### config.mk
export PLATFORM = sky130hd
export DESIGN_NAME = task_graph_sequencer_flat
export DESIGN_NICKNAME = d
export VERILOG_FILES = /design/src/rtl/task_graph_sequencer_if.sv /design/src/rtl/task_graph_sequencer.sv /design/src/flat_wrapper.sv
export SDC_FILE = /design/constraint.sdc
export NUM_CORES = 1
export LEC_CHECK = 0
export CAP_MARGIN = 20
export CORE_MARGIN = 10
export CORE_UTILIZATION = 29
export CTS_BUF_LIST = sky130_fd_sc_hd__clkbuf_2 sky130_fd_sc_hd__clkbuf_4 sky130_fd_sc_hd__clkbuf_8
export CTS_CLUSTER_SIZE = 10
export DETAILED_ROUTE_END_ITERATION = 10
export SLEW_MARGIN = 20
export SYNTH_ARGS = -nofsm -noshare
export SYNTH_HDL_FRONTEND = slang
export SYNTH_SLANG_ARGS = --single-unit
### constraint.sdc
create_clock -name clk -period 3.3 [get_ports clk]
set_input_delay 0.33 -clock clk [delete_from_list [all_inputs] [get_ports clk]]
set_output_delay 0.33 -clock clk [all_outputs]
set_load 0.02 [all_outputs]
### src/rtl/task_graph_sequencer_if.sv
// task_graph_sequencer_if: task stream from sequencer to mapper (valid/ready, weight, row, col, root flag)
interface task_graph_sequencer_if #(
    parameter int DATA_W = 32,
    parameter int IDX_W  = 2
);
    logic              task_valid;
    logic              task_ready;
    logic [DATA_W-1:0] task_array;
    logic [IDX_W-1:0]  row;
    logic [IDX_W-1:0]  col;
    logic              root_task;
    modport master (output task_valid, task_array, row, col, root_task, input task_ready);
    modport slave  (input task_valid, task_array, row, col, root_task, output task_ready);
endinterface

### src/rtl/task_graph_sequencer.sv
// task_graph_sequencer: streams a stored NUM_V x NUM_V weight matrix row-major to the mapper, num_apps times; ports: clk, rst, cfg_we/cfg_addr/cfg_wdata, start/num_apps, tk stream, app_end, app_count, busy, done
module task_graph_sequencer #(
    parameter int NUM_V  = 4,
    parameter int DATA_W = 32,
    parameter int IDX_W  = 2,
    parameter int APP_W  = 8
) (
    input  logic                 clk,
    input  logic                 rst,
    input  logic                 cfg_we,
    input  logic [2*IDX_W-1:0]   cfg_addr,
    input  logic [DATA_W-1:0]    cfg_wdata,
    input  logic                 start,
    input  logic [APP_W-1:0]     num_apps,
    task_graph_sequencer_if.master tk,
    output logic                 app_end,
    output logic [APP_W-1:0]     app_count,
    output logic                 busy,
    output logic                 done
);
    localparam int AW = 2*IDX_W;
    typedef enum logic [2:0] {IDLE, ISSUE, GAP, APP_END, APP_GAP, DONE} state_t;
    state_t state, next_state;
    logic [DATA_W-1:0] mem [NUM_V*NUM_V];
    logic [IDX_W-1:0] row_q, col_q;
    logic [APP_W-1:0] apps;
    logic root_seen;
    logic [AW-1:0] idx;
    logic [DATA_W-1:0] weight;
    logic last, wrap, root_hit;
    assign idx      = AW'(row_q) * AW'(NUM_V) + AW'(col_q);
    assign weight   = mem[idx];
    assign wrap     = col_q == IDX_W'(NUM_V-1);
    assign last     = wrap && row_q == IDX_W'(NUM_V-1);
    assign root_hit = state == ISSUE && !root_seen && weight != '0;
    assign tk.task_valid = state == ISSUE;
    assign tk.task_array = state == ISSUE ? weight : '0;
    assign tk.row        = row_q;
    assign tk.col        = col_q;
    assign tk.root_task  = root_hit;
    assign app_end = state == APP_END;
    assign busy    = state != IDLE;
    assign done    = state == DONE;
    always_ff @(posedge clk) begin
        if (rst) state <= IDLE;
        else     state <= next_state;
    end
    // The final application goes straight from APP_END to DONE so that done lands N*(2*NUM_V^2+2) cycles after start.
    always_comb begin
        next_state = state;
        case (state)
            IDLE:    next_state = start ? (num_apps == '0 ? DONE : ISSUE) : IDLE;
            ISSUE:   next_state = tk.task_ready ? GAP : ISSUE;
            GAP:     next_state = last ? APP_END : ISSUE;
            APP_END: next_state = APP_W'(app_count + 1'b1) == apps ? DONE : APP_GAP;
            APP_GAP: next_state = ISSUE;
            DONE:    next_state = IDLE;
            default: next_state = IDLE;
        endcase
    end
    always_ff @(posedge clk) begin
        if (rst) begin
            for (int i = 0; i < NUM_V*NUM_V; i++) mem[i] <= '0;
            row_q     <= '0;
            col_q     <= '0;
            root_seen <= 1'b0;
            apps      <= '0;
            app_count <= '0;
        end else begin
            if (state == IDLE && cfg_we) mem[cfg_addr] <= cfg_wdata;
            if (state == IDLE && start) begin
                apps      <= num_apps;
                app_count <= '0;
                row_q     <= '0;
                col_q     <= '0;
                root_seen <= 1'b0;
            end
            if (tk.task_ready && root_hit) root_seen <= 1'b1;
            if (state == GAP && !last) begin
                col_q <= wrap ? '0 : col_q + 1'b1;
                row_q <= wrap ? row_q + 1'b1 : row_q;
            end
            if (state == APP_END) begin
                app_count <= app_count + 1'b1;
                row_q     <= '0;
                col_q     <= '0;
                root_seen <= 1'b0;
            end
        end
    end
endmodule
### src/flat_wrapper.sv
// flat-port wrapper written by rule: the top's interface ports become plain ports
module task_graph_sequencer_flat 
#(
    parameter int NUM_V  = 4,
    parameter int DATA_W = 32,
    parameter int IDX_W  = 2,
    parameter int APP_W  = 8
)
  (clk, rst, cfg_we, cfg_addr, cfg_wdata, start, num_apps, app_end, app_count, busy, done, tk_task_valid, tk_task_array, tk_row, tk_col, tk_root_task, tk_task_ready);
  task_graph_sequencer_if #(.DATA_W(DATA_W), .IDX_W(IDX_W)) tk_i ();
  input  logic clk;
  input  logic rst;
  input  logic cfg_we;
  input  logic [2*IDX_W-1:0] cfg_addr;
  input  logic [DATA_W-1:0] cfg_wdata;
  input  logic start;
  input  logic [APP_W-1:0] num_apps;
  output logic app_end;
  output logic [APP_W-1:0] app_count;
  output logic busy;
  output logic done;
  output wire logic [$bits(tk_i.task_valid)-1:0] tk_task_valid;
  output wire logic [$bits(tk_i.task_array)-1:0] tk_task_array;
  output wire logic [$bits(tk_i.row)-1:0] tk_row;
  output wire logic [$bits(tk_i.col)-1:0] tk_col;
  output wire logic [$bits(tk_i.root_task)-1:0] tk_root_task;
  input wire logic [$bits(tk_i.task_ready)-1:0] tk_task_ready;
  assign tk_task_valid = tk_i.task_valid;
  assign tk_task_array = tk_i.task_array;
  assign tk_row = tk_i.row;
  assign tk_col = tk_i.col;
  assign tk_root_task = tk_i.root_task;
  assign tk_i.task_ready = tk_task_ready;
  task_graph_sequencer #(.NUM_V(NUM_V), .DATA_W(DATA_W), .IDX_W(IDX_W), .APP_W(APP_W)) u_core (.clk(clk), .rst(rst), .cfg_we(cfg_we), .cfg_addr(cfg_addr), .cfg_wdata(cfg_wdata), .start(start), .num_apps(num_apps), .tk(tk_i), .app_end(app_end), .app_count(app_count), .busy(busy), .done(done));
endmodule
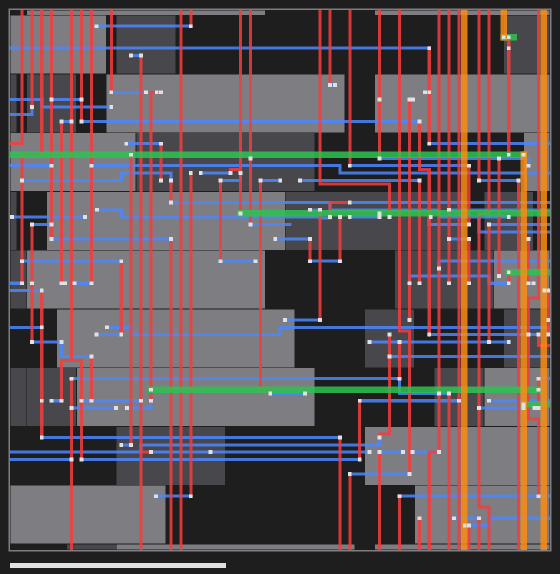
run_1/detail.png
Scale bar: 10 microns. Region (65, 65) to (90, 90) microns. Cells in gray, sequential cells in the stronger gray; small squares are vias.
- metal 4: orange
- metal 1: blue
- metal 3: green
- metal 2: red
- cells with their middle in the window: 21
- sequential cells in the window: 10
- netlist names of flops here include: `u_core.mem` (10)
- most frequent: edfxtp_1 (10), and2_1 (6), mux4_2 (2)

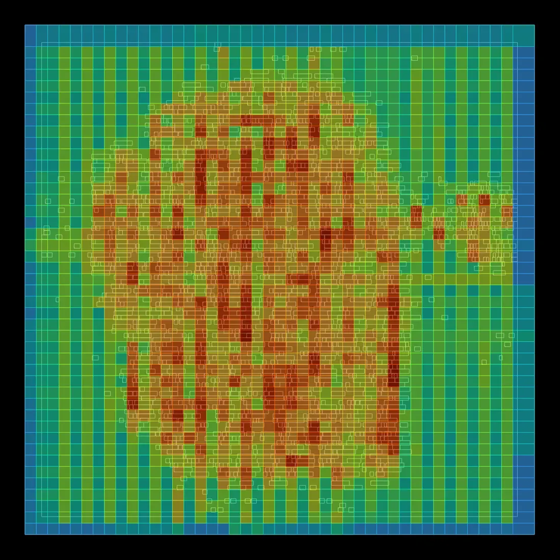
run_1/congestion.png
M1 GR Usage: 20.32%
Post-Route Utilization: 35.55%
wire length per cell: 25.62 microns

==> Slide: Implementation Results, run 1 <==
Physical Implementation Snapshot

Yosys
  • Avg Inst Size Synth: 14.96 sq um
  • Number of enable flip-flop cells: 512
  • Yosys stat chip area: between 20,000 and 25,000 sq um
  • Yosys Instances: 1,629
  • Cell area after synthesis: approximately 24,000 sq um
  • Synth Instances: 1,629
  • Ys flop type: edfxtp_1
  • Number of synthesized register bits: between 500 and 600
  • Seq/Total Area, Yosys: around two thirds
  • Async SR Flop Fraction: 0%
  • Cell Type Count: 40
  • Ys Warns: 0
  • Synthesized Nets: about 1,700

STA
  • Worst slew pin tran: approximately 0.58 ns
  • Max-slew headroom: roughly 62%
  • Pins Over Slew Limit: 0
  • Clk_skew: between 0.04 and 0.05 ns
  • Setup ws final: -0.3970 ns
  • Fmax: roughly 270 MHz
  • RSZ-0062 raised after global routing: yes
  • Min cycle time layout: between 3 and 4 ns
  • Final hold violation count: 0
  • Hold_ws: roughly 0.28 ns
  • Post-layout period usage of the worst path: 112.0%
  • # setup viols final: 1

Setup path
  • Setup CP Type: flip-flop to output port
  • Reg2Reg Setup Slack: ~0.4 ns
  • Max FO, Critical Path: 6
  • Setup crit end kind: output port
  • Worst endpoint required time: 2.97 ns
  • Critical path startpoint category: flip-flop
  • Arr. time, crit path: around 3.4 ns

Min path
  • Hold Path Class: input pin to flip-flop

Finish
  • Nets: about 1,900
  • Most common logic cell in the routed design: and2_1
  • Fillers: 7,819
  • Synth-to-Final Area Change: 21.72%
  • Top Layout Cells: 514 x and2_1, 512 x edfxtp_1, 121 x mux4_2
  • Share of post-route cells with drive strength above 1: 26.11%

Pwr
  • Maximum VDD drop: 0.2770 mV
  • Power density cells: between 400 and 500 nW/um^2
  • Total power: between 10 and 15 mW
  • Static leakage: about 11 nW

Placed design
  • HPWL after DPL: 43.18 mm
  • Number of port buffers: a little under 100
  • Routability cong.: 0.8039

Route
  • # DRC: 0
  • Via count: 14,978
  • Final ANT Viol Nets: 0
  • Final WL: 75.58 mm
  • Via density: between 5 and 6
  • TritonRoute pass-1 iters: 5
  • Number of DRC markers in iteration 0: between 1,500 and 2,000

Clock tree
  • Post-CTS Hold Buffers: 0
  • Clock Latency Late Sink: between 0.6 and 0.7 ns
  • TritonCTS clock tree: done
  • CTS Sinks: around 540
  • CTS buffer count: 91
  • H-tree levels: 3
  • CTS Buffer Depth: 3
  • Root Buffer: clkbuf_8
  • Clock transition at path regs: 0.06 ns

Floorplan
  • Chip height: approximately 310 microns
  • Rows: 106
  • Die x size: 309.8 microns
  • IO Pins: 98
  • FP Util: 29.20%
  • Core ar.: between 80,000 and 90,000 sq um
  • Die Area: 96,000 sq um

Global route
  • Total GRT Usage: between 10% and 20%
  • Grt total ovfl: 0
  • Vias in the first global route: between 15,000 and 20,000
  • Initial antenna violation count: 16
  • Global-route wire length before repair: about 110 mm
  • Largest net degree at the start of global routing: 37

Flow run
  • Tool warnings: 28
  • Max Cap Viol: 0

Outcome
  • Outcome: complete, but fails checks
  • Failing checks: setup timing
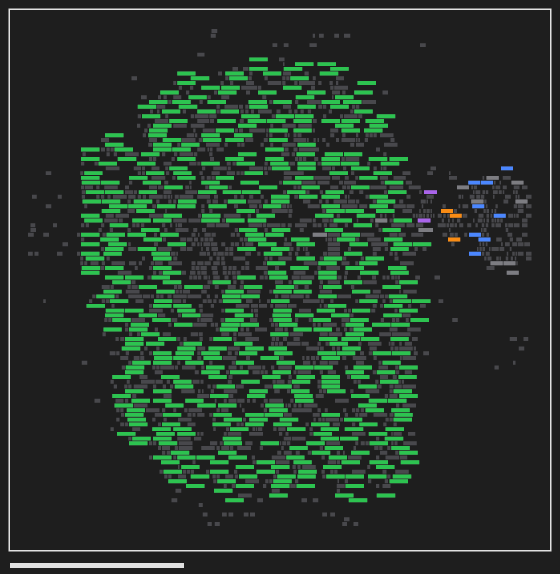
run_1/flops_by_reg.png
Scale bar: 100 microns. Other sequential cells in the stronger gray, the rest of the logic in the fainter gray.
- `u_core.app_count`: blue (placed flops 8)
- `u_core.tk.row`: purple (placed flops 2)
- `u_core.mem`: green (placed flops 512)
- `u_core.state`: orange (placed flops 3)
FF+latch area: 15,870 sq um
Seq area share: 53.50%
Seq group: 7.75 mW

## run 1: timing repair
item	CTS	global route
resized	99	10
gates cloned	3	0
setup endpoints to repair	32	14
setup buffers	25	0
pin swaps	21	7
## run 1: worst max-delay path: stages (launching register included)
cell	delay, ns
dfxtp_4	0.39
buf_12	0.14
buf_12	0.14
buf_8	0.14
buf_6	0.13
mux4_2	0.51
a22oi_2	0.21
nand2_2	0.11
nor4_4	0.25
nand4_1	0.15
buf_6	0.16
o21a_1	0.19
buf_6	0.14
## run 1: logic make-up after synthesis
kind of cell	count (synthesis)	synth area share, %
muxes	128	11.96
and+or+nand+nor	676	16.30
AOI/OAI and AO/OA	134	3.636
adders and majority gates	3	0.1541
xor gates and xnor gates	12	0.4314
DFF	536	65.08
buffers and inverters	140	2.445
## run 1: Yosys cell counts (all sizes together) (2+ instances only)
master  count  area (sq um)
and2      515          3222
edfxtp    512         15370
mux4      128          2913
clkbuf    123         462.9
a22oi      65         513.0
nand2      59         221.5
a21oi      53         265.3
nor2       37         138.9
dfxtp      24         480.5
or2        18         112.6
buf        14         121.4
nor3       12         60.06
nor4       10         62.56
nand3       7         35.03
xnor2       7         61.31
o21ai       5         25.02
xor2        5         43.79
nand2b      4         25.02
ha          3         37.54
inv         3         11.26
nand3b      3         22.52
nand4       3         18.77
nor2b       3         18.77
a31oi       2         12.51
and3        2         12.51
nor3b       2         15.01
o31ai       2         15.01
## run 1: flip-flops by register name (all words and copies together), names as in the netlist
signal	flops
u_core.apps	8
u_core.root_seen	1
u_core.state	3
u_core.mem	512
u_core.app_count	8
u_core.tk.row	2
u_core.tk.col	2
## run 1: through the flow
step                      setup TNS (ns)  std cells  area [sq um]  setup WS, ns
after floorplan                        0       1629         24360        0.5697
after global placement           -0.1305       2762         27290       -0.1305
after detailed placement         -0.1567       2762         27290       -0.1567
after CTS                        -0.4907       2946         29660       -0.4285
after global routing             -0.7892       2949         29650       -0.5244
final                            -0.3970       2950         29660       -0.3970
## run 1: layer usage
metal | track usage [%] | part of all wire (%) | vias up
met5 | 0 | 0.10 | -
met3 | 3.449 | 8.4 | 129
li1 | - | - | 6373
met1 | 20.32 | 40 | 7793
met4 | 4.540 | 2.6 | 12
met2 | 25.87 | 49 | 671
## run 1: where the power goes
part / internal, mW / switching [mW]
clock: 3.11 / 2.69
sequential: 7.68 / 0.0724
combinational: 0.388 / 0.612
total: 11.2 / 3.38
## run 1: cell type report
type                    count  area [sq um]  area share (%)
diodes                      5         12.51         0.04219
clock buffers             131          1559           5.257
clock inverters            26         176.4          0.5949
inverters                   3         11.26         0.03797
multi-input cells         953          8312           28.03
flip-flops and latches    536         15870           53.50
well taps                1080          1351           4.557
repair buffers            216          2369           7.987
## run 1: path summary, 6_finish.rpt
check                                 startpoint           endpoint  cells after the start
worst max-delay path            u_core.tk.col[0]       tk_root_task                     12
worst min-delay path                 num_apps[0]     u_core.apps[0]                      3
worst max register to register   u_core.state[2]  u_core.mem[6][22]                      8
worst min register to register    u_core.apps[1]     u_core.apps[1]                      2
==> run 2: changes to the inputs <==
--- a/config.mk
+++ b/config.mk
@@ -9,6 +9,7 @@
 export CORE_MARGIN = 10
 export CORE_UTILIZATION = 29
 export CTS_BUF_LIST = sky130_fd_sc_hd__clkbuf_2 sky130_fd_sc_hd__clkbuf_4 sky130_fd_sc_hd__clkbuf_8
+export CTS_CLUSTER_DIAMETER = 50
 export CTS_CLUSTER_SIZE = 10
 export DETAILED_ROUTE_END_ITERATION = 10
 export SLEW_MARGIN = 20
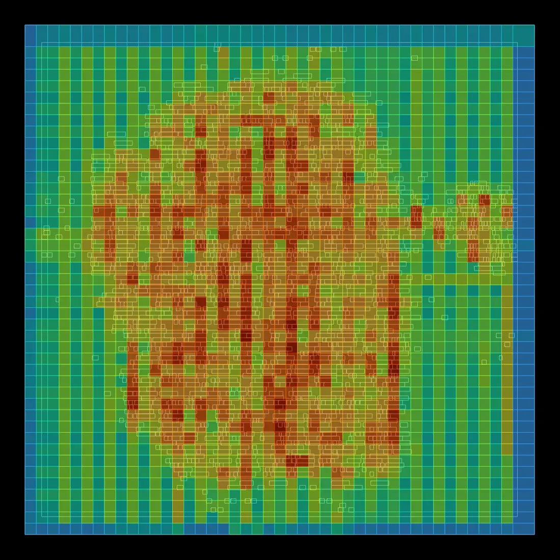
run_2/congestion.png
met2 Use GR: 25.73%
Post-Route Utilization: 34.97%
wire length per cell: 25.89 microns
grt met3 use: 3.497%
M1 GR Usage: 20.34%

==> Slide: Implementation Results, run 2 <==
Physical Implementation Snapshot

Floorplan
  • Die Area: 96,000 sq um (unchanged)
  • FP Util: 29.20% (unchanged)
  • Chip height: 309.8 microns (unchanged)
  • Rows: 106 (unchanged)
  • IO Pins: 98 (unchanged)
  • Die x size: 309.8 microns (unchanged)
  • Core ar.: 83,420 sq um (unchanged)

Clock tree
  • TritonCTS clock tree: done (unchanged)
  • Clock transition at path regs: 0.08 ns (was 0.06 ns)
  • Root Buffer: clkbuf_8 (unchanged)
  • Post-CTS Hold Buffers: 0 (unchanged)
  • H-tree levels: 3 (unchanged)
  • CTS Sinks: 536 (unchanged)
  • CTS Buffer Depth: 3 (unchanged)
  • CTS buffer count: 70 (was 91)
  • Clock Latency Late Sink: 0.69 ns (was 0.68 ns)

STA
  • Clk_skew: 0.04807 ns (was 0.04711 ns)
  • Max-slew headroom: 61.71% (was 61.54%)
  • Min cycle time layout: 3.732 ns (was 3.697 ns)
  • Setup TNS: -0.4320 ns (was -0.3970 ns)
  • Worst slew pin tran: 0.5744 ns (was 0.5755 ns)
  • Setup ws final: -0.4320 ns (was -0.3970 ns)
  • RSZ-0062 raised after global routing: yes (unchanged)
  • # setup viols final: 1 (unchanged)
  • Fmax: 268.0 MHz (was 270.5 MHz)
  • Final hold violation count: 0 (unchanged)
  • Hold_ws: 0.2343 ns (was 0.2791 ns)
  • Pins Over Slew Limit: 0 (unchanged)
  • Post-layout period usage of the worst path: 113.1% (was 112.0%)

Route
  • Final ANT Viol Nets: 0 (unchanged)
  • Routed met2 length: 36.35 mm (was 36.70 mm)
  • Max layer used: met5 (unchanged)
  • # DRC: 0 (unchanged)
  • Via count: 14,663 (was 14,978)
  • Via density: 5.061 (was 5.077)
  • TritonRoute pass-1 iters: 5 (unchanged)
  • Detail Route met3 WL: 5.874 mm (was 6.345 mm)
  • Wl on met1: 30.89 mm (was 30.49 mm)
  • Final WL: 75.01 mm (was 75.58 mm)
  • Number of DRC markers in iteration 0: 1,501 (was 1,587)

Setup path
  • Critical path startpoint category: flip-flop (unchanged)
  • CP delay by family, top: buffers and inverters (unchanged)
  • Worst endpoint required time: 2.97 ns (about the same)
  • Setup crit end kind: output port (unchanged)
  • Cell Chain, Critical Path: buf_12, buf_12, buf_12, buf_6, mux4_2, a22oi_2, nand2_2, nor4_4, nand4_1, buf_6, o21a_1, buf_6 (was buf_12, buf_12, buf_8, buf_6, mux4_2, a22oi_2, nand2_2, nor4_4, nand4_1, buf_6, o21a_1, buf_6)
  • Reg2Reg Setup Slack: 0.30 ns (was 0.41 ns)
  • Max FO, Critical Path: 7 (was 6)
  • R2r worst-path depth: 8 (unchanged)
  • Slowest cell on the critical path: mux4_2 (unchanged)
  • Slowest Stage Delay on Critical Path: 0.51 ns (about the same)
  • CP bufs+invs: 6 (unchanged)
  • Levels on crit path: 12 (unchanged)
  • Setup CP Type: flip-flop to output port (unchanged)
  • Arr. time, crit path: 3.40 ns (was 3.37 ns)

Placed design
  • Number of port buffers: 97 (unchanged)
  • Placed cell count: 2,762 (unchanged)
  • Routability cong.: 0.8039 (unchanged)
  • Pre-CTS WS: -0.1567 ns (unchanged)
  • HPWL after DPL: 43.18 mm (unchanged)

Flow run
  • Max Cap Viol: 0 (unchanged)
  • Tool warnings: 28 (unchanged)

Finish
  • Reg with most FFs: u_core.mem (unchanged)
  • Most common logic cell in the routed design: and2_1 (unchanged)
  • Nets: 1,827 (was 1,853)
  • Non-Filler Instances: 2,897 (was 2,950)
  • Regs by FF count: u_core.mem x512, u_core.app_count x8, u_core.apps x8 (unchanged)
  • Logic area: 8307 sq um (was 8312 sq um)
  • Top Layout Cells: 514 x and2_1, 512 x edfxtp_1, 121 x mux4_2 (unchanged)
  • Max reg flops: 512 (unchanged)
  • Fillers: 7,892 (was 7,819)
  • Synth-to-Final Area Change: 19.76% (was 21.72%)
  • Share of post-route cells with drive strength above 1: 24.42% (was 26.11%)
  • FF+latch area: 15,870 sq um (unchanged)

Yosys
  • Ys flop type: edfxtp_1 (unchanged)
  • Yosys Instances: 1,629 (unchanged)
  • Top cells by count: 515 x and2_1, 512 x edfxtp_1, 122 x clkbuf_1 (unchanged)
  • Number of synthesized register bits: 536 (unchanged)
  • Ys Warns: 0 (unchanged)
  • Synthesized Nets: 1,681 (unchanged)
  • Synth Instances: 1,629 (unchanged)
  • Yosys stat chip area: 24,360 sq um (unchanged)
  • Number of enable flip-flop cells: 512 (unchanged)
  • Main area contributors: edfxtp_1 63%, and2_1 13%, mux4_2 11% (unchanged)
  • Cell area after synthesis: 24,360 sq um (unchanged)
  • Top cell area share: 63.11% (unchanged)
  • Leading area contributor after synthesis: edfxtp_1 (unchanged)
  • Seq/Total Area, Yosys: 65.08% (unchanged)
  • Avg Inst Size Synth: 14.96 sq um (unchanged)
  • Most instantiated library cell after synthesis: and2_1 (unchanged)
  • Async SR Flop Fraction: 0% (unchanged)
  • Cell Type Count: 40 (unchanged)

Global route
  • Grt total ovfl: 0 (unchanged)
  • Total GRT Usage: 15.60% (was 15.61%)
  • Vias in the first global route: 15,385 (was 15,587)
  • Largest net degree at the start of global routing: 37 (unchanged)
  • Global-route wire length before repair: 108.6 mm (about the same)
  • Initial antenna violation count: 15 (was 16)

Min path
  • Hold Path Class: input pin to flip-flop (unchanged)
  • Hold Crit Depth: 3 (unchanged)

Outcome
  • Failing checks: setup timing (unchanged)
  • Outcome: complete, but fails checks (unchanged)

Pwr
  • Power density cells: 470.0 nW/um^2 (was 490.8 nW/um^2)
  • Maximum VDD drop: 0.2926 mV (was 0.2770 mV)
  • Static leakage: 10.38 nW (was 10.70 nW)
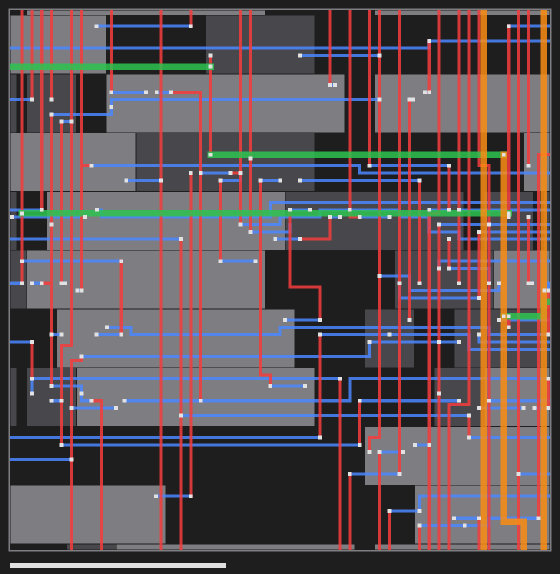
run_2/detail.png
Scale bar: 10 microns. Region (65, 65) to (90, 90) microns. Cells in gray, sequential cells in the stronger gray; small squares are vias.
- metal 2: red
- metal 1: blue
- metal 4: orange
- metal 3: green
- sequential cells in the window: 10
- cells with their middle in the window: 20
- most frequent: edfxtp_1 (10), and2_1 (6), mux4_2 (2)
- netlist names of flops here include: `u_core.mem` (10)

run 2: report_power, final:
group / leakage [nW] / total, mW / internal, mW / switching (mW)
logic: 4.17 / 0.991 / 0.383 / 0.608
clock network: 0.671 / 4.98 / 2.47 / 2.51
registers: 5.54 / 7.74 / 7.67 / 0.0724
run 2: final cells by class:
type                    count  share of cell area, %
diodes                      7                0.06004
clock buffers              84                  3.705
clock inverters            23                 0.7933
inverters                   3                0.03860
multi-input cells         953                  28.47
flip-flops and latches    536                  54.38
well taps                1080                  4.631
repair buffers            211                  7.925
run 2: timing repair:
item	CTS	global route
pin swaps	17	7
endpoints found under the setup margin	31	10
cloned	3	0
gates resized	96	12
buffers inserted	20	1
hold endpoints to repair	0	0
run 2: path summary, 6_finish.rpt:
check | endpoint | from
setup / recovery | tk_root_task | u_core.tk.col[0]
hold / removal | u_core.apps[0] | num_apps[0]
setup reg to reg | u_core.mem[6][30] | u_core.state[2]
hold reg to reg | u_core.apps[7] | u_core.apps[7]
run 2: tightest hold or removal path: cells and delay by family:
kind | cells | cell delay [ns]
AND/OR/NAND/NOR | 1 | 0.07
buffers and inverters | 1 | 0.42
AND-OR/OR-AND | 1 | 0.05
run 2: metal layers:
layer / global-route usage, % / vias up
met2: 25.73 / 603
met3: 3.497 / 120
li1: - / 6301
met5: 0 / -
met1: 20.34 / 7625
met4: 4.585 / 14
run 2: cells by family (layout without fill, tap and decap cells):
group / Yosys count / in the layout / synth area share, %
simple gates: 676 / 676 / 16.30
flops: 536 / 536 / 65.08
buf+inv: 140 / 321 / 2.445
compound gates: 134 / 134 / 3.636
mux: 128 / 128 / 11.96
xor+xnor: 12 / 12 / 0.4314
fa+ha+maj: 3 / 3 / 0.1541
other cells: 0 / 7 / 0
run 2: per-stage QoR:
stage	total power, mW	area (sq um)
after floorplan	8.326	24360
after global placement	8.822	27290
after detailed placement	8.850	27290
after CTS	13.81	29140
after global routing	14.16	29170
final	13.71	29180
==> run 3: changes to the inputs <==
--- a/config.mk
+++ b/config.mk
@@ -5,6 +5,7 @@
 export SDC_FILE = /design/constraint.sdc
 export NUM_CORES = 1
 export LEC_CHECK = 0
+export ABC_AREA = 0
 export CAP_MARGIN = 20
 export CORE_MARGIN = 10
 export CORE_UTILIZATION = 29
@@ -12,6 +13,7 @@
 export CTS_CLUSTER_DIAMETER = 50
 export CTS_CLUSTER_SIZE = 10
 export DETAILED_ROUTE_END_ITERATION = 10
+export SKIP_LAST_GASP = 1
 export SLEW_MARGIN = 20
 export SYNTH_ARGS = -nofsm -noshare
 export SYNTH_HDL_FRONTEND = slang
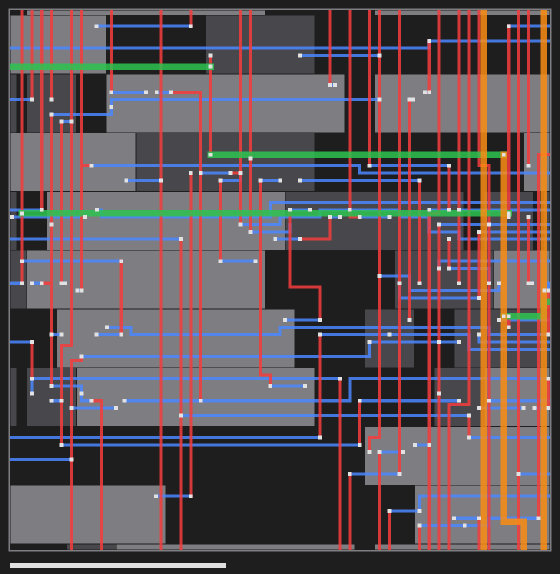
run_3/detail.png
Scale bar: 10 microns. Region (65, 65) to (90, 90) microns. Cells in gray, sequential cells in the stronger gray; small squares are vias.
- metal 3: green
- metal 4: orange
- metal 1: blue
- metal 2: red
- netlist names of flops here include: `u_core.mem` (10)
- sequential cells in the window: 10
- most frequent: edfxtp_1 (10), and2_1 (6), mux4_2 (2)
- cells with their middle in the window: 20

==> Slide: Implementation Results, run 3 <==
Physical Implementation Snapshot

Outcome
  • Outcome: complete, but fails checks (unchanged)
  • Failing checks: setup timing (unchanged)

Clock tree
  • TritonCTS clock tree: done (unchanged)
  • Clock transition at path regs: 0.08 ns (about the same)
  • Clock Latency Late Sink: 0.69 ns (about the same)
  • CTS Buffer Depth: 3 (unchanged)
  • CTS Sinks: 536 (unchanged)
  • Root Buffer: clkbuf_8 (unchanged)
  • H-tree levels: 3 (unchanged)
  • CTS buffer count: 70 (unchanged)
  • Post-CTS Hold Buffers: 0 (unchanged)

STA
  • Setup TNS: -0.4355 ns (was -0.4320 ns)
  • Final hold violation count: 0 (unchanged)
  • # setup viols final: 1 (unchanged)
  • RSZ-0062 raised after global routing: yes (unchanged)
  • Setup ws final: -0.4355 ns (was -0.4320 ns)
  • Min cycle time layout: 3.735 ns (was 3.732 ns)
  • Pins Over Slew Limit: 0 (unchanged)
  • Max-slew headroom: 61.67% (was 61.71%)
  • Worst slew pin tran: 0.5749 ns (was 0.5744 ns)
  • Clk_skew: 0.05065 ns (was 0.04807 ns)
  • Fmax: 267.7 MHz (was 268.0 MHz)
  • Post-layout period usage of the worst path: 113.2% (was 113.1%)

Yosys
  • Synth Instances: 1,629 (unchanged)
  • Leading area contributor after synthesis: edfxtp_1 (unchanged)
  • Ys Warns: 0 (unchanged)
  • Seq/Total Area, Yosys: 65.08% (unchanged)
  • Number of enable flip-flop cells: 512 (unchanged)
  • Number of synthesized register bits: 536 (unchanged)
  • Avg Inst Size Synth: 14.96 sq um (unchanged)
  • Main area contributors: edfxtp_1 63%, and2_1 13%, mux4_2 11% (unchanged)
  • Synthesized Nets: 1,681 (unchanged)
  • Top cell area share: 63.11% (unchanged)
  • Most instantiated library cell after synthesis: and2_1 (unchanged)
  • Ys flop type: edfxtp_1 (unchanged)
  • Yosys Instances: 1,629 (unchanged)
  • Cell Type Count: 40 (unchanged)
  • Yosys stat chip area: 24,360 sq um (unchanged)
  • Async SR Flop Fraction: 0% (unchanged)
  • Top cells by count: 515 x and2_1, 512 x edfxtp_1, 122 x clkbuf_1 (unchanged)
  • Cell area after synthesis: 24,360 sq um (unchanged)

Min path
  • Hold Path Class: input pin to flip-flop (unchanged)
  • Hold Path End: u_core.apps[0] (unchanged)
  • Hold Crit Depth: 3 (unchanged)
  • Hold_sp: num_apps[0] (unchanged)

Finish
  • Non-Filler Instances: 2,897 (unchanged)
  • Most common logic cell in the routed design: and2_1 (unchanged)
  • Nets: 1,827 (unchanged)
  • Max reg flops: 512 (unchanged)
  • Reg with most FFs: u_core.mem (unchanged)
  • Top Layout Cells: 514 x and2_1, 512 x edfxtp_1, 121 x mux4_2 (unchanged)
  • Share of post-route cells with drive strength above 1: 24.42% (unchanged)
  • Synth-to-Final Area Change: 19.79% (was 19.76%)
  • Regs by FF count: u_core.mem x512, u_core.app_count x8, u_core.apps x8 (unchanged)
  • Post-route cell area: 29,180 sq um (about the same)

Floorplan
  • Core ar.: 83,420 sq um (unchanged)
  • Die Area: 96,000 sq um (unchanged)
  • IO Pins: 98 (unchanged)
  • Die x size: 309.8 microns (unchanged)
  • FP Util: 29.20% (unchanged)
  • Chip height: 309.8 microns (unchanged)
  • Rows: 106 (unchanged)

Global route
  • Global-route wire length before repair: 108.6 mm (about the same)
  • Vias in the first global route: 15,385 (unchanged)
  • Initial antenna violation count: 15 (unchanged)
  • Total GRT Usage: 15.59% (was 15.60%)
  • Grt total ovfl: 0 (unchanged)
  • Largest net degree at the start of global routing: 37 (unchanged)

Route
  • # DRC: 0 (unchanged)
  • Wire length per cell: 25.89 microns (unchanged)
  • Via count: 14,669 (was 14,663)
  • Final ANT Viol Nets: 0 (unchanged)
  • Final WL: 75.01 mm (unchanged)
  • Via density: 5.064 (was 5.061)
  • Number of DRC markers in iteration 0: 1,502 (was 1,501)
  • TritonRoute pass-1 iters: 5 (unchanged)

Setup path
  • R2r worst-path depth: 8 (unchanged)
  • Arr. time, crit path: 3.41 ns (was 3.40 ns)
  • Critical path startpoint category: flip-flop (unchanged)
  • Max FO, Critical Path: 7 (unchanged)
  • FF-to-FF Start: u_core.state[2] (unchanged)
  • Reg2reg end: u_core.mem[6][30] (unchanged)
  • Worst endpoint required time: 2.97 ns (about the same)
  • Slowest Stage Delay on Critical Path: 0.51 ns (about the same)
  • Reg2Reg Setup Slack: 0.30 ns (about the same)
  • Setup CP Type: flip-flop to output port (unchanged)
  • Setup crit end kind: output port (unchanged)
  • Slowest cell on the critical path: mux4_2 (unchanged)
  • Cell Chain, Critical Path: buf_12, buf_12, buf_12, buf_6, mux4_2, a22oi_2, nand2_2, nor4_4, nand4_1, buf_6, o21a_1, buf_6 (unchanged)

Pwr
  • Static leakage: 10.39 nW (was 10.38 nW)
  • Power density cells: 469.9 nW/um^2 (was 470.0 nW/um^2)
  • Maximum VDD drop: 0.2924 mV (was 0.2926 mV)

Placed design
  • Placed Area: 27,290 sq um (unchanged)
  • Routability cong.: 0.8039 (unchanged)
  • HPWL after DPL: 43.18 mm (unchanged)
  • Number of port buffers: 97 (unchanged)
  • Placed cell count: 2,762 (unchanged)

Flow run
  • Max Cap Viol: 0 (unchanged)
  • Tool warnings: 28 (unchanged)
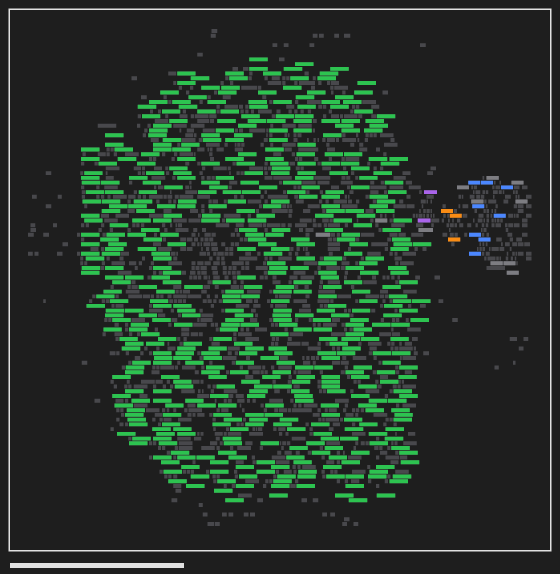
run_3/flops_by_reg.png
Scale bar: 100 microns. Other sequential cells in the stronger gray, the rest of the logic in the fainter gray.
Seq area share: 54.36%
Post-Route Utilization: 34.98%
Seq group: 7.74 mW

run 3: cell counts after synthesis:
Identical to the previous run, type by type.
run 3: worst max-delay path by stage:
| stage | from | endpoint | slack (ns) | depth (start not counted) |
|---|---|---|---|---|
| 3_5_place_dp | u_core.tk.col[0] | tk_root_task | -0.16 | 10 |
| 4_1_cts | u_core.tk.col[0] | tk_root_task | -0.44 | 12 |
| 5_1_grt | u_core.tk.col[0] | tk_root_task | -0.54 | 10 |
| 6_report | u_core.tk.col[0] | tk_root_task | -0.44 | 12 |
| 2_1_floorplan | u_core.tk.col[0] | tk_root_task | 0.57 | 8 |
| 3_3_place_gp | u_core.tk.col[0] | tk_root_task | -0.13 | 10 |
run 3: routing by layer:
metal / share of wire [%] / track usage, % / vias up
met3: 7.8 / 3.490 / 120
met5: 0.13 / 0 / -
met1: 41 / 20.34 / 7633
li1: - / - / 6301
met4: 2.4 / 4.585 / 14
met2: 48 / 25.73 / 601
run 3: power breakdown:
part,leakage (nW),switching [mW],internal [mW]
Sequential,5.54,0.0724,7.67
Combinational,4.18,0.608,0.384
Clock,0.671,2.51,2.47
Total,10.4,3.19,10.5
run 3: worst max-delay path, delay by kind of cell (launching register included):
family          cells  cell delay, ns
simple gates        3            0.52
compound gates      2            0.43
buf+inv             6            0.83
mux                 1            0.51
flops               1            0.39
run 3: timing repair:
item                                    4_1_cts  5_1_grt
buffers inserted                             20        1
endpoints found under the setup margin       31       11
pin swaps                                    17        7
gates resized                                95       12
gates cloned                                  3        0
run 3: through the flow:
stage	hold slack [ns]	power (mW)	util [%]	worst slack (ns)
after CTS	0.1995	13.81	34.93	-0.4437
after floorplan	0.4367	8.326	-	0.5697
final	0.2320	13.71	34.98	-0.4355
after global placement	0.4508	8.822	32.71	-0.1305
after global routing	0.2493	14.16	34.97	-0.5419
after detailed placement	0.4637	8.850	32.71	-0.1567
run 3: area by class of cell:
type,instances,area (sq um)
fill,7891,54240
sequential,536,15870
multi-input combinational,953,8307
timing repair buffer,211,2320
tap,1080,1351
clock buffer,84,1081
clock inverter,23,231.5
antenna,7,17.52
inverter,3,11.26
run 3: cells by family after synthesis:
kind of cell / Yosys count / share of synthesized area, %
compound gates: 134 / 3.636
mux: 128 / 11.96
buf+inv: 140 / 2.445
flops: 536 / 65.08
xor+xnor: 12 / 0.4314
simple gates: 676 / 16.30
fa+ha+maj: 3 / 0.1541
Power figures rest on the tool's default switching activity, not on a simulated workload.
